**Run 1: routing congestion**

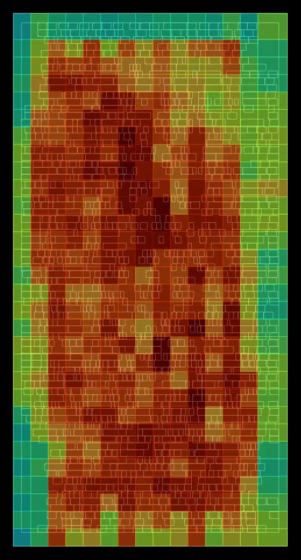
**Run 1: met1 routing**

The bar under the picture is 20 um long.
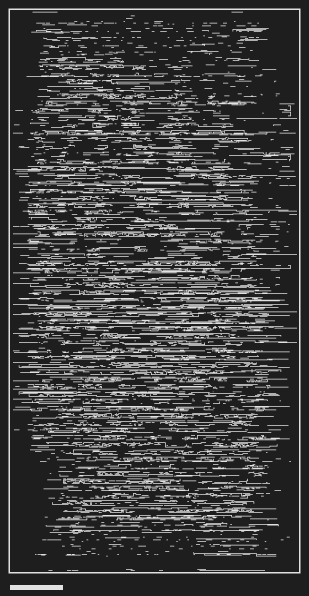
**Run 1: cell density map**

The bar under the picture is 20 um long. 11 x 21 tiles, from black (low) to pale yellow (high), 0 to 100% covered.
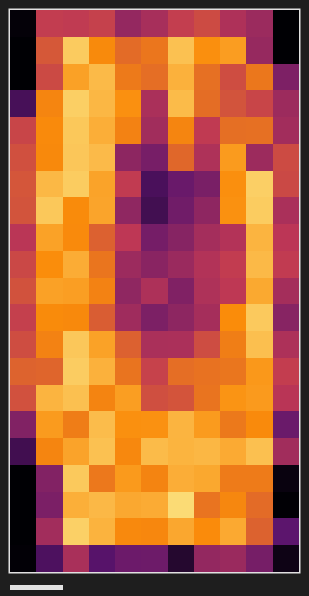
--- config.mk ---
export PLATFORM = sky130hd
export DESIGN_NAME = readwrite_register_bank
export DESIGN_NICKNAME = d
export VERILOG_FILES = /design/src/rtl/readwrite_register_bank.sv
export SDC_FILE = /design/constraint.sdc
export NUM_CORES = 1
export LEC_CHECK = 0
export CAP_MARGIN = 20
export CORE_ASPECT_RATIO = 2
export CORE_MARGIN = 3
export CORE_UTILIZATION = 45
export CTS_BUF_LIST = sky130_fd_sc_hd__clkbuf_8
export DETAILED_ROUTE_END_ITERATION = 8
export GPL_TIMING_DRIVEN = 0
export PLACE_DENSITY = 0.84
export SLEW_MARGIN = 10
export SYNTH_ARGS = -nofsm -noshare
export SYNTH_HDL_FRONTEND = slang
export SYNTH_SLANG_ARGS = --single-unit
export TNS_END_PERCENT = 50
--- constraint.sdc ---
create_clock -name clk -period 12.2 [get_ports clk]
set_input_delay 2.44 -clock clk [delete_from_list [all_inputs] [get_ports clk]]
set_output_delay 2.44 -clock clk [all_outputs]
set_load 0.01 [all_outputs]
--- src/rtl/readwrite_register_bank.sv ---
// readwrite_register_bank: CPU-mapped bank of 32-bit registers
// with byte/half/word access, per-register peripheral writes and
// an optional change interrupt (macro REG_BANK_IRQ_EN).
// Ports:
//   clk, areset      clock, async active-high reset
//   i_hw_wr_en/data  per-register peripheral write strobe/data
//   o_registers      current contents, register i in slice i
//   i_req_*          addr/count/wr_en/wr_data request
//   o_res_rd_data    registered read data
//   o_res_code       registered response code
//   o_irq            change interrupt (0 without REG_BANK_IRQ_EN)

`ifndef WORD_W
`define WORD_W 32
`endif
`ifndef ADDR_W
`define ADDR_W 32
`endif
`ifndef MEM_COUNT_W
`define MEM_COUNT_W 2
`endif
`ifndef MEM_COUNT_NONE
`define MEM_COUNT_NONE 2'd0
`define MEM_COUNT_BYTE 2'd1
`define MEM_COUNT_HALF 2'd2
`define MEM_COUNT_WORD 2'd3
`endif
`ifndef MEM_CODE_W
`define MEM_CODE_W 3
`endif
`ifndef MEM_CODE_INVALID
`define MEM_CODE_INVALID 3'd0
`define MEM_CODE_READ 3'd1
`define MEM_CODE_WRITE 3'd2
`define MEM_CODE_MISALIGNED 3'd3
`endif

module readwrite_register_bank #(
  parameter int unsigned ADDR_COUNT = 4,
  parameter int unsigned ADDR_START = 0,
  parameter logic [ADDR_COUNT-1:0] WR_MASK = '1,
  parameter logic [ADDR_COUNT*`WORD_W-1:0] RESET_VALUE = '0
) (
  input  logic                         clk,
  input  logic                         areset,
  input  logic [ADDR_COUNT-1:0]        i_hw_wr_en,
  input  logic [ADDR_COUNT*`WORD_W-1:0] i_hw_wr_data,
  output logic [ADDR_COUNT*`WORD_W-1:0] o_registers,
  input  logic [`ADDR_W-1:0]           i_req_addr,
  input  logic [`MEM_COUNT_W-1:0]      i_req_count,
  input  logic                         i_req_wr_en,
  input  logic [`WORD_W-1:0]           i_req_wr_data,
  output logic [`WORD_W-1:0]           o_res_rd_data,
  output logic [`MEM_CODE_W-1:0]       o_res_code,
  output logic                         o_irq
);

  localparam int IW = (ADDR_COUNT > 1) ? $clog2(ADDR_COUNT) : 1;
  localparam int XW = `ADDR_W - 2;

  logic [`WORD_W-1:0] r_regs [ADDR_COUNT];
  logic [`WORD_W-1:0] r_rd_data;
  logic [`MEM_CODE_W-1:0] r_code;

  logic [XW-1:0] w_idx;
  logic [XW-1:0] w_rel;
  logic [1:0] w_off;
  logic [IW-1:0] w_reg;
  logic w_busy;
  logic w_misal;
  logic w_inrange;
  logic w_valid;
  logic w_rd;
  logic w_wr_ok;
  logic [4:0] w_shamt;
  logic [`WORD_W-1:0] w_mask;
  logic [`WORD_W-1:0] w_cur;
  logic [`WORD_W-1:0] w_rdata;
  logic [`WORD_W-1:0] w_merged;
  logic [`MEM_CODE_W-1:0] w_code;
  logic [`WORD_W-1:0] w_data;

  assign w_idx = i_req_addr[`ADDR_W-1:2];
  assign w_off = i_req_addr[1:0];
  assign w_rel = w_idx - XW'(ADDR_START);
  assign w_reg = w_rel[IW-1:0];
  assign w_inrange = (w_idx >= XW'(ADDR_START)) &&
                     (w_rel < XW'(ADDR_COUNT));

  // Lane mask and shift amount for the access size;
  // read and write both work on the masked lane.
  always_comb begin
    w_mask  = '0;
    w_shamt = '0;
    w_misal = 1'b0;
    case (i_req_count)
      `MEM_COUNT_BYTE: begin
        w_shamt = {w_off, 3'b000};
        w_mask  = 32'h0000_00FF << w_shamt;
      end
      `MEM_COUNT_HALF: begin
        w_shamt = {w_off[1], 4'b0000};
        w_mask  = 32'h0000_FFFF << w_shamt;
        w_misal = w_off[0];
      end
      `MEM_COUNT_WORD: begin
        w_mask  = '1;
        w_misal = (w_off != 2'd0);
      end
      default: ;
    endcase
  end

  assign w_busy  = (i_req_count != `MEM_COUNT_NONE);
  assign w_valid = w_busy && !w_misal && w_inrange;
  assign w_rd    = w_valid && !i_req_wr_en;
  assign w_wr_ok = w_valid && i_req_wr_en && WR_MASK[w_reg];

  assign w_cur    = w_inrange ? r_regs[w_reg] : '0;
  assign w_rdata  = (w_cur & w_mask) >> w_shamt;
  assign w_merged = (w_cur & ~w_mask) |
                    ((i_req_wr_data << w_shamt) & w_mask);

  always_comb begin
    w_code = `MEM_CODE_INVALID;
    w_data = '0;
    if (w_busy && w_misal) begin
      w_code = `MEM_CODE_MISALIGNED;
    end else if (w_rd) begin
      w_code = `MEM_CODE_READ;
      w_data = w_rdata;
    end else if (w_wr_ok) begin
      w_code = `MEM_CODE_WRITE;
    end
  end

  // Peripheral write wins over a CPU write to the same register.
  always_ff @(posedge clk or posedge areset) begin
    if (areset) begin
      for (int i = 0; i < int'(ADDR_COUNT); i++)
        r_regs[i] <= RESET_VALUE[i*`WORD_W +: `WORD_W];
    end else begin
      for (int i = 0; i < int'(ADDR_COUNT); i++) begin
        if (i_hw_wr_en[i])
          r_regs[i] <= i_hw_wr_data[i*`WORD_W +: `WORD_W];
        else if (w_wr_ok && (w_reg == IW'(i)))
          r_regs[i] <= w_merged;
      end
    end
  end

  always_ff @(posedge clk or posedge areset) begin
    if (areset) begin
      r_code    <= `MEM_CODE_INVALID;
      r_rd_data <= '0;
    end else begin
      r_code    <= w_code;
      r_rd_data <= w_data;
    end
  end

  assign o_res_code    = r_code;
  assign o_res_rd_data = r_rd_data;

  always_comb begin
    o_registers = '0;
    for (int i = 0; i < int'(ADDR_COUNT); i++)
      o_registers[i*`WORD_W +: `WORD_W] = r_regs[i];
  end

`ifdef REG_BANK_IRQ_EN
  logic [ADDR_COUNT-1:0] r_flags;
  logic [ADDR_COUNT-1:0] w_flags_nx;
  logic r_irq;

  // Set (value change) beats clear (CPU read) in one cycle.
  always_comb begin
    w_flags_nx = '0;
    for (int i = 0; i < int'(ADDR_COUNT); i++)
      w_flags_nx[i] =
        (i_hw_wr_en[i] &&
         (i_hw_wr_data[i*`WORD_W +: `WORD_W] != r_regs[i])) ||
        (r_flags[i] && !(w_rd && (w_reg == IW'(i))));
  end

  always_ff @(posedge clk or posedge areset) begin
    if (areset) begin
      r_flags <= '0;
      r_irq   <= 1'b0;
    end else begin
      r_flags <= w_flags_nx;
      r_irq   <= |w_flags_nx;
    end
  end

  assign o_irq = r_irq;
`else
  assign o_irq = 1'b0;
`endif

endmodule

==> qor.csv, run 1 <==
stage,metric,value,unit
synth,post-synth cell types,53,
drt,WL met1,14.0,mm
synth,Commonest cells post-synth,"dfrtp_1 (162), a21oi_1 (129), a211oi_1 (105)",
sta,sum of negative setup slack,0,ps
setup_path,critical path arrival,5670,ps
setup_path,crit-path max cell delay,730,ps
synth,Top cells by area,"dfrtp_1 (43%), a211oi_1 (8.4%), mux4_2 (7.7%)",
hold_path,Hold Crit Depth,2,
finish,Seq area share,29.4,%
cts,Clk Tree Root Cell,clkbuf_8,
cts,cell resize tally after clock tree synthesis,0,
drt,top routing layer in use,met4,
finish,Top cell excl fill/tap,clkdlybuf4s50_1,
status,status,"complete, no violations",
drt,wire per inst,28.9,um
cts,CTS Sinks,162,
pwr,Leak,5.19,nW
sta,Final setup viols,0,
finish,Filler cells,1666,
grt,largest net degree at the start of global routing,101,
finish,logic area,4960,sq um
synth,cell with the most instances after synthesis,dfrtp_1,
setup_path,reg2reg end,o_registers[95],
setup_path,CP Data Required Time,12550,ps
grt,global route overflow,0,
synth,AO/OA Area Share,26.4,%
synth,synthesized area,9410,sq um
sta,post-route clock period utilization,43.6,%
drt,DR iter-0 viols,1104,
cts,# Post-CTS Setup Buffers,0,
floorplan,row cnt,74,
finish,Flop Count,162,
sta,fin. max-slew vios,0,
finish,nets@finish,1559,
synth,Post-synth ARST share,100,%
Back to the opening pictures, 'routing congestion':
Finished Core Util: 67.4%
met3 Usage GRT: 8.58%
global route hottest layer: met2

Back to the opening pictures, 'met1 routing':
The wires run mostly horizontal. The layer carries 14000 um of wire. 1387 nets have wire on it. The layer holds 30% of the routed length.
via count: 10900
met1 Use GR: 43.7%
final WL: 47.3 mm

Back to the opening pictures, 'cell density map':
4.3% of the tiles are nearly empty. The mean over all tiles is 59%. 31% of the tiles are over 75% full. The fullest tile reaches 92%. The emptiest ninth of the die: middle.
core area: 20500 sq um
fp util: 46.0%

-- run 1: where the power goes --
part,internal (mW),switching [mW],total (mW)
Clock,0.198,0.218,0.416
Combinational,0.207,0.211,0.418
Sequential,0.577,0.0463,0.623
-- run 1: state kept, by name, indices dropped and copies added (netlist names) --
name / cells
o_registers: 128
o_res_code: 2
o_res_rd_data: 32
-- run 1: metrics by stage --
step                      cell area [sq um]  util (%)  worst slack (ps)  std cells
final                                 13800      67.4              6880       1634
after detailed placement              13400      65.4              6510       1600
after CTS                             13800      67.4              7020       1632
after floorplan                        9410         -              5380        973
after global placement                13300      65.2              3350       1599
after global routing                  13800      67.4              6830       1634
-- run 1: critical path: cells and delay by family --
| family | cells | cell delay [ps] |
|---|---|---|
| buf+inv | 3 | 1930 |
| mux | 1 | 500 |
| compound gates | 2 | 790 |
**Run 1: signal wires on met2**

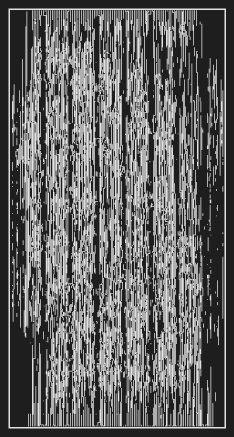

==> inputs of run 2 (changes only) <==
CORE_UTILIZATION = 41   (was 45)
PLACE_DENSITY = 0.81   (was 0.84)
clock period = 4.6 ns   (was 12.2 ns; I/O delays follow)
**Run 2: signal wires on met2**

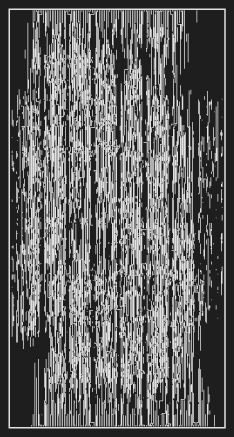
The layer carries 23.9 mm of wire. The layer holds 50% of the routed length. The wires run mostly vertical.
via count: 10800
final WL: 47.9 mm
M2 GR Usage: 63.8%

==> qor.csv, run 2 <==
stage,metric,value,unit,change
synth,synthesized area,9410,sq um,unchanged
pwr,Comb power frac,29.6,%,was 28.7%
pwr,top power group,sequential cells,,unchanged
sta,Final setup viols,0,,unchanged
grt,global route overflow,0,,unchanged
sta,setup slack after layout,902,ps,was 6880 ps
setup_path,CP Data Required Time,4930,ps,was 12550 ps
pwr,part of the power in the clock network,26.8,%,was 28.5%
synth,Post-synth ARST share,100,%,unchanged
placement,DP Cell Count,1615,,was 1600
pwr,Sequential Power Share,43.6,%,was 42.8%
finish,Filler cells,1966,,was 1666
synth,AO/OA Area Share,26.4,%,unchanged
finish,Finished Cell Area,13800,sq um,about the same
drt,DR iter-0 viols,1337,,was 1104
drt,wire per inst,29.1,um,was 28.9 um
pwr,Sw Pwr,1.25,mW,was 0.475 mW
status,status,"complete, no violations",,unchanged
floorplan,row cnt,77,,was 74
setup_path,CP top delay family,buffers and inverters,,unchanged
synth,Commonest cells post-synth,"dfrtp_1 (162), a21oi_1 (129), a211oi_1 (105)",,unchanged
cts,cell resize tally after clock tree synthesis,0,,unchanged
**Run 2: cell density map**

The bar under the picture is 20 um long. 11 x 22 tiles, from black (low) to pale yellow (high), 0 to 100% covered.
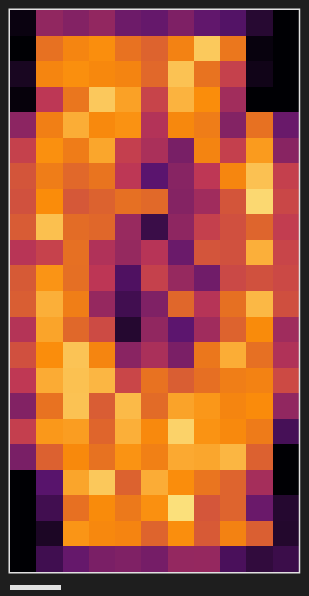
20% of the tiles are over 75% full. The mean over all tiles is 54%. The fullest tile reaches 93%.
fp util: 42.1%
core area: 22400 sq um
Finished Core Util: 62.0%

-- run 2: layer usage --
layer / part of all wire, % / track usage (%) / vias to the layer above
met5: 0 / 0 / -
met4: 10 / 33.8 / 0
met3: 8.8 / 7.53 / 243
met2: 50 / 63.8 / 834
met1: 31 / 38.6 / 5220
li1: - / - / 4467
-- run 2: layout make-up --
| class | count | area, sq um | share of cell area (%) |
|---|---|---|---|
| multi-input cells | 717 | 4960 | 35.9 |
| flip-flops and latches | 162 | 4050 | 29.3 |
| repair buffers | 366 | 3720 | 26.9 |
| plain buffers | 89 | 372 | 2.68 |
| well taps | 276 | 345 | 2.49 |
| clock buffers | 18 | 248 | 1.79 |
| clock inverters | 14 | 118 | 0.849 |
| inverters | 5 | 22.5 | 0.163 |
| diodes | 1 | 2.50 | 0.0181 |
Power figures rest on the tool's default switching activity, not on a simulated workload.
